### M2 wires

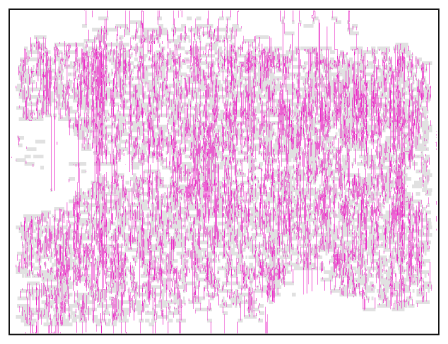
### Routed clock nets over the placement

Bar = 100 um.
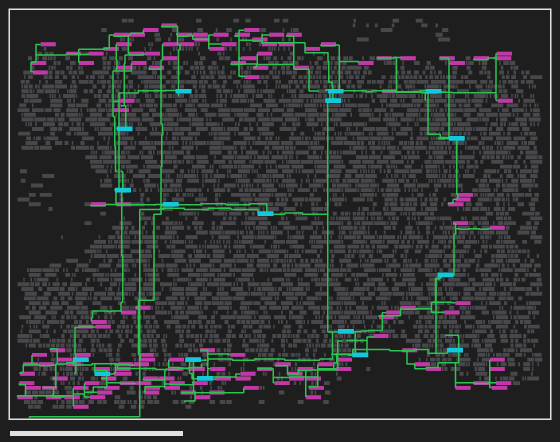
### M3 wires

Bar = 100 um.
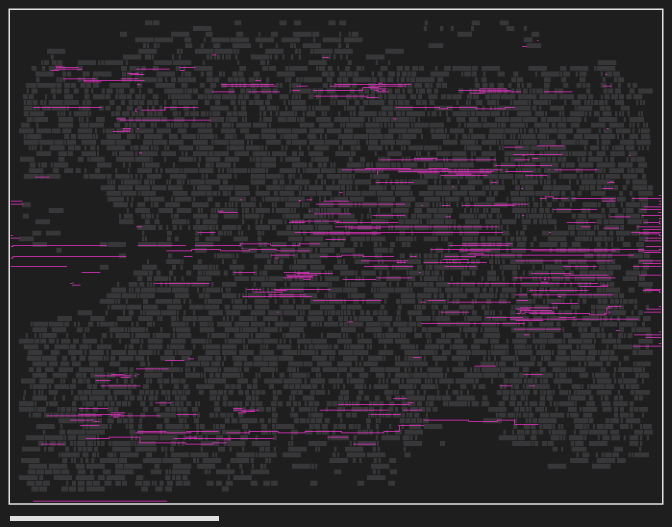
### Signal wires by layer

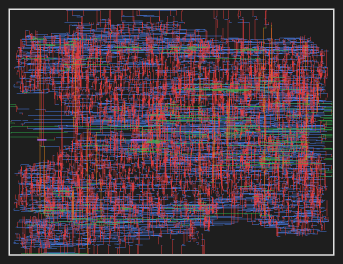
### Congestion heat map

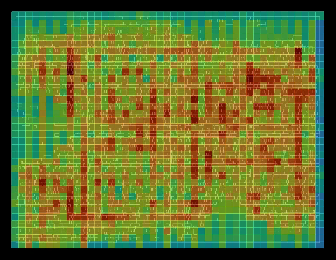
===== config.mk =====
export PLATFORM = sky130hd
export DESIGN_NAME = fir_mc_engine
export DESIGN_NICKNAME = d
export VERILOG_FILES = /design/src/rtl/fir_mc_engine.sv
export SDC_FILE = /design/constraint.sdc
export NUM_CORES = 2
export LEC_CHECK = 0
export CAP_MARGIN = 20
export CORE_ASPECT_RATIO = 0.75
export CORE_MARGIN = 4
export CORE_UTILIZATION = 45
export DETAILED_ROUTE_END_ITERATION = 12
export HOLD_SLACK_MARGIN = 0.08
export PLACE_DENSITY = 0.6
export SLEW_MARGIN = 20
export SYNTH_ARGS = -nofsm -noshare
export SYNTH_HDL_FRONTEND = slang
export SYNTH_SLANG_ARGS = --single-unit

===== constraint.sdc =====
create_clock -name clk -period 7.3 [get_ports clk]
set_clock_uncertainty 0.15 [all_clocks]
set_input_delay 1.46 -clock clk [delete_from_list [all_inputs] [get_ports clk]]
set_output_delay 1.46 -clock clk [all_outputs]
set_load 0.02 [all_outputs]

===== src/rtl/fir_mc_engine.sv =====
// fir_mc_engine: multi-channel FIR multiply-accumulate engine.
// One request runs NUM_TAPS MACs on NUM_CH channels in parallel, all channels
// sharing one coefficient stream read from an external ROM. The result is
// arithmetic-shifted by SHIFT, saturated to DATA_W and published with a
// one-cycle done pulse.
//
// Optional feature macro: FIR_MC_ROUND_EN
//   defined   : add 2^(SHIFT-1) before the shift (round half toward +inf)
//   undefined : plain truncating arithmetic shift
//
// Handshake: start is sampled only in IDLE; busy is high whenever the engine is
// not IDLE. The ROM and sample queue each return data exactly one cycle after
// coef_addr / smpl_rd are presented; there is no back-pressure on either.
//
// Pass timeline (start sampled at edge E):
//   edges E+1..E+NUM_TAPS   : present taps 0..NUM_TAPS-1 (smpl_rd high NUM_TAPS cycles)
//   edges E+3..E+NUM_TAPS+2 : accumulate returned products (last one leaves DRAIN)
//   edge  E+NUM_TAPS+3      : leave DONE, register smpl_out/sat, raise done
module fir_mc_engine #(
  parameter int DATA_W   = 16,
  parameter int COEF_W   = 16,
  parameter int NUM_TAPS = 1021,
  parameter int NUM_CH   = 2,
  parameter int ACC_W    = 42,
  parameter int SHIFT    = 15
) (
  input  logic                       clk,
  input  logic                       rst_n,
  input  logic                       start,
  input  logic                       clr,
  output logic [$clog2(NUM_TAPS)-1:0] coef_addr,
  output logic                       smpl_rd,
  input  logic [COEF_W-1:0]          coeff_in,
  input  logic [NUM_CH*DATA_W-1:0]   smpl_in,
  output logic                       busy,
  output logic                       done,
  output logic [NUM_CH*DATA_W-1:0]   smpl_out,
  output logic [NUM_CH-1:0]          sat
);

  localparam int AW     = $clog2(NUM_TAPS);
  localparam int PROD_W = DATA_W + COEF_W;
  localparam logic [AW-1:0] LAST_TAP = AW'(NUM_TAPS - 1);

  // Saturation limits and rounding constant, one bit wider than the
  // accumulator so the rounding add can never wrap.
  localparam logic signed [ACC_W:0] Y_MAX =
    {{(ACC_W - DATA_W + 2){1'b0}}, {(DATA_W - 1){1'b1}}};
  localparam logic signed [ACC_W:0] Y_MIN =
    {{(ACC_W - DATA_W + 2){1'b1}}, {(DATA_W - 1){1'b0}}};
`ifdef FIR_MC_ROUND_EN
  localparam logic signed [ACC_W:0] RND =
    {{(ACC_W + 1 - SHIFT){1'b0}}, 1'b1, {(SHIFT - 1){1'b0}}};
`else
  localparam logic signed [ACC_W:0] RND = '0;
`endif

  typedef enum logic [1:0] {
    S_IDLE  = 2'd0,
    S_RUN   = 2'd1,
    S_DRAIN = 2'd2,
    S_DONE  = 2'd3
  } state_t;

  state_t                    state_q, state_d;
  logic [AW-1:0]             tap_q, tap_d;
  logic [AW-1:0]             coef_addr_q, coef_addr_d;
  logic                      smpl_rd_q, smpl_rd_d;
  logic                      valid_d1_q;
  logic                      done_q, done_d;
  logic [NUM_CH*DATA_W-1:0]  smpl_out_q, smpl_out_d;
  logic [NUM_CH-1:0]         sat_q, sat_d;
  logic signed [ACC_W-1:0]   acc_q [NUM_CH];
  logic signed [ACC_W-1:0]   acc_d [NUM_CH];

  logic                      start_pass;
  logic                      publish;
  logic                      last_issued;
  logic signed [PROD_W-1:0]  prod   [NUM_CH];
  logic signed [ACC_W:0]     rnd    [NUM_CH];
  logic signed [ACC_W:0]     shaped [NUM_CH];
  logic [NUM_CH*DATA_W-1:0]  y_clip;
  logic [NUM_CH-1:0]         y_sat;

  // The final address is on the bus this cycle; nothing more to issue.
  assign last_issued = smpl_rd_q && (coef_addr_q == LAST_TAP);

  // Next-state and tap sequencing; RUN stays until the last address has been presented.
  always_comb begin
    state_d     = state_q;
    tap_d       = tap_q;
    coef_addr_d = coef_addr_q;
    smpl_rd_d   = 1'b0;
    start_pass  = 1'b0;
    publish     = 1'b0;
    case (state_q)
      S_IDLE: begin
        if (!clr && start) begin
          state_d    = S_RUN;
          tap_d      = '0;
          start_pass = 1'b1;
        end
      end
      S_RUN: begin
        if (clr) begin
          state_d = S_IDLE;
        end else if (last_issued) begin
          state_d = S_DRAIN;
        end else begin
          smpl_rd_d   = 1'b1;
          coef_addr_d = tap_q;
          if (tap_q != LAST_TAP) tap_d = tap_q + 1'b1;
        end
      end
      S_DRAIN: begin
        state_d = clr ? S_IDLE : S_DONE;
      end
      S_DONE: begin
        state_d = S_IDLE;
        publish = !clr;
      end
      default: state_d = S_IDLE;
    endcase
  end

  // Per-channel MAC: cleared on pass start, accumulates while returned data is valid.
  always_comb begin
    for (int c = 0; c < NUM_CH; c++) begin
      prod[c]  = $signed(coeff_in) * $signed(smpl_in[c*DATA_W +: DATA_W]);
      acc_d[c] = acc_q[c];
      if (start_pass) begin
        acc_d[c] = '0;
      end else if (valid_d1_q) begin
        acc_d[c] = acc_q[c] + ACC_W'(prod[c]);
      end
    end
  end

  // Output shaping: optional rounding, arithmetic shift, clip to DATA_W.
  always_comb begin
    y_clip = '0;
    y_sat  = '0;
    for (int c = 0; c < NUM_CH; c++) begin
      rnd[c]    = (ACC_W + 1)'(acc_q[c]) + RND;
      shaped[c] = rnd[c] >>> SHIFT;
      if (shaped[c] > Y_MAX) begin
        y_clip[c*DATA_W +: DATA_W] = Y_MAX[DATA_W-1:0];
        y_sat[c]                   = 1'b1;
      end else if (shaped[c] < Y_MIN) begin
        y_clip[c*DATA_W +: DATA_W] = Y_MIN[DATA_W-1:0];
        y_sat[c]                   = 1'b1;
      end else begin
        y_clip[c*DATA_W +: DATA_W] = shaped[c][DATA_W-1:0];
      end
    end
  end

  // Result registers only change on the edge that leaves DONE.
  always_comb begin
    smpl_out_d = smpl_out_q;
    sat_d      = sat_q;
    done_d     = publish;
    if (publish) begin
      smpl_out_d = y_clip;
      sat_d      = y_sat;
    end
  end

  // State, pipeline and result registers with asynchronous active-low reset.
  always_ff @(posedge clk or negedge rst_n) begin
    if (!rst_n) begin
      state_q     <= S_IDLE;
      tap_q       <= '0;
      coef_addr_q <= '0;
      smpl_rd_q   <= 1'b0;
      valid_d1_q  <= 1'b0;
      done_q      <= 1'b0;
      smpl_out_q  <= '0;
      sat_q       <= '0;
      for (int c = 0; c < NUM_CH; c++) acc_q[c] <= '0;
    end else begin
      state_q     <= state_d;
      tap_q       <= tap_d;
      coef_addr_q <= coef_addr_d;
      smpl_rd_q   <= smpl_rd_d;
      valid_d1_q  <= smpl_rd_q;
      done_q      <= done_d;
      smpl_out_q  <= smpl_out_d;
      sat_q       <= sat_d;
      for (int c = 0; c < NUM_CH; c++) acc_q[c] <= acc_d[c];
    end
  end

  assign coef_addr = coef_addr_q;
  assign smpl_rd   = smpl_rd_q;
  assign busy      = (state_q != S_IDLE);
  assign done      = done_q;
  assign smpl_out  = smpl_out_q;
  assign sat       = sat_q;

endmodule


==> job_summary.md <==
## Implementation flow summary

| Metric | Value |
|---|---|
| Status | `finished clean` |
| CTS tree | `built` |
| Worst-Margin Slew | `0.9198 ns` |
| DRC | `0` |
| Crit path required time | `7.56 ns` |
| Synth Warn # | `0` |
| CP most frequent cell | `fa_1` |
| Xor+xnor area frac | `2.303%` |
| Die height | `236.0 um` |
| Init Core Util | `45.50%` |
| Min-Delay Path Class | `flop to flop` |
| Vias in the first global route | `25390` |
| TritonRoute pass-1 iters | `7` |
| Layout cells sized above 1 | `18.77%` |
| First-pass GRT wire length | `133.5 mm` |
| Final WS setup | `0.1299 ns` |
| Post-Syn Area | `31190 um2` |
| Relative slew slack | `38.45%` |
| Post-detail-place hpwl | `63.48 mm` |
| Top Family by Delay on Critical Path | `adder cells` |
| Die Wd | `312.0 um` |
| Slowest-stage cell, CP | `fa_2` |
| Buf/Inv on CP | `7` |
| CTS Root Cell | `clkbuf_16` |
| Via density | `4.999` |
| Post-DRT Antenna Nets | `0` |
| Initial antenna violation count | `2` |
| Mapped Cells | `3338` |
| Number of port buffers | `98` |
| H-tree levels | `4` |
| Post-synth regs | `143` |
| Die area | `73630 um2` |
| CTS Buf Count | `17` |
| Max-Cap Viols | `0` |
| Mean Syn Cell Area | `9.343 um2` |
| Simple-gate portion of the synthesized area | `13.41%` |
| Post-DP Area | `36570 um2` |
| Log Warnings | `30` |
| Cell row count | `83` |
| Adder Area Share | `53.02%` |
| CP Class | `input port to flop` |
| Floorplan Nets | `4306` |
| Remaining global-route overflow | `0` |
| Largest net degree at the start of global routing | `71` |
| Core Box Area | `68540 um2` |
| Final hold slack | `0.3328 ns` |
| Reg clk slew, reported paths | `0.08 ns` |
Back to the opening pictures, 'M2 wires':
wire length on this layer = 36.2 mm
nets with wire on the layer = 4109
main direction = vertical
share of all routed wire = 45%

Back to the opening pictures, 'Routed clock nets over the placement':
clock drivers -> cyan  # count 17
clock wires -> green  # length 3350 um
flip-flops -> magenta  # count 143
flops lie = all over the die

Back to the opening pictures, 'M3 wires':
nets with wire on the layer = 214
share of all routed wire = 5.5%
longest straight run = 102 um

Back to the opening pictures, 'Signal wires by layer':
metal 1 -> blue  # wire length 38.6 mm
metal 3 -> green  # wire length 4410 um
metal 4 -> orange  # wire length 1420 um
metal 5 -> purple  # wire length 21.2 um
metal 2 -> red  # wire length 36.2 mm
vias: 23670
drt total wl: 80.64 mm
All-Layer GR Usage: 22.79%
Avg WL per Cell: 17.04 um

Back to the opening pictures, 'Congestion heat map':
GRT met1 Usage: 33.74%
fin util: 56.67%
GR Layer Usage met2: 35.57%
Most Used Layer, Global Route: met2
grt met3 use: 3.584%

-- state kept, by name, summed over array words and instances (netlist names) --
name,count
sat,2
smpl_rd,1
state_q,2
tap_q,10
acc_q,84
coef_addr,10
valid_d1_q,1
smpl_out,32
done,1
-- cells in the mapped netlist, types with 7 or more instances --
master,instances,area [um2]
inv_1,832,3123
fa_1,676,13530
nand2_1,347,1303
and2_1,244,1526
ha_1,240,3003
nor2_1,157,589.3
dfrtp_1,143,3578
clkbuf_1,106,397.9
a21oi_1,86,430.4
o21ai_0,81,405.4
xnor2_1,55,481.7
mux2i_1,45,450.4
a21o_1,38,285.3
xor2_1,27,236.5
nand3_1,23,115.1
nor3_1,19,95.09
nand4_1,15,93.84
a211oi_1,13,97.59
o211ai_1,12,90.09
mux2_2,11,123.9
nand2b_1,11,68.82
o21bai_1,11,82.58
and3_1,10,62.56
buf_1,10,37.54
nor4_1,10,62.56
or3_1,10,62.56
nor2b_1,9,56.30
o21a_1,9,67.56
a31oi_1,7,43.79
-- worst reg2reg max path: stages, from the launching register on --
cell      delay, ns
dfrtp_1        0.38
inv_1          0.09
fa_1           0.53
inv_1          0.06
fa_1           0.53
fa_1           0.45
fa_1           0.56
inv_1          0.05
fa_1           0.48
inv_1          0.04
ha_1           0.28
a21o_1         0.20
a211oi_2       0.22
buf_4          0.17
nor4_4         0.05
a211oi_1       0.19
buf_4          0.18
and2_4         0.19
o311ai_4       0.13
a221oi_2       0.29
xor2_1         0.17
o21ai_1        0.07
-- path summary, 6_finish.rpt --
check | startpoint | end | slack (ns) | cells after the start
setup / recovery | coeff_in[12] | acc_q[80] | 0.13 | 24
hold / removal | smpl_out[2] | smpl_out[2] | 0.33 | 2
setup reg to reg | acc_q[57] | acc_q[82] | 1.75 | 21
hold reg to reg | smpl_out[2] | smpl_out[2] | 0.33 | 2
max in group asynchronous | rst_n | acc_q[51] | 4.91 | 2
min in group asynchronous | rst_n | coef_addr[3] | 0.81 | 1
-- layer usage --
layer,wire [um],vias up,global-route usage [%]
met1,38600,12060,33.74
met3,4408,71,3.584
li1,-,10980,-
met4,1423,4,5.039
met5,21,-,0
met2,36190,545,35.57
-- layout make-up --
type,count,area (um2)
Clock inverter,15,190.2
Tap cell,892,1116
Timing Repair Buffer,591,5592
Fill cell,6069,29700
Multi-Input combinational cell,2243,24810
Clock buffer,17,425.4
Sequential cell,143,3582
Antenna cell,1,2.502
Inverter,832,3126
-- cell usage in the layout (no fill, tap or decap), types with 55 or more instances in the layout --
cell type	synthesis	layout
inv_1	832	807
fa_1	676	648
buf_4	0	402
nand2_1	347	334
and2_1	244	240
ha_1	240	215
nor2_1	157	155
dfrtp_1	143	142
o21ai_0	81	69
a21oi_1	86	68
xnor2_1	55	55
-- repair_timing --
| item | CTS | global route |
|---|---|---|
| pin swaps | 55 | 128 |
| gates cloned | 4 | 12 |
| buffers inserted | 47 | 23 |
| endpoints found under the hold margin | 0 | 0 |
| setup endpoints to repair | 45 | 47 |
| gates resized | 144 | 155 |
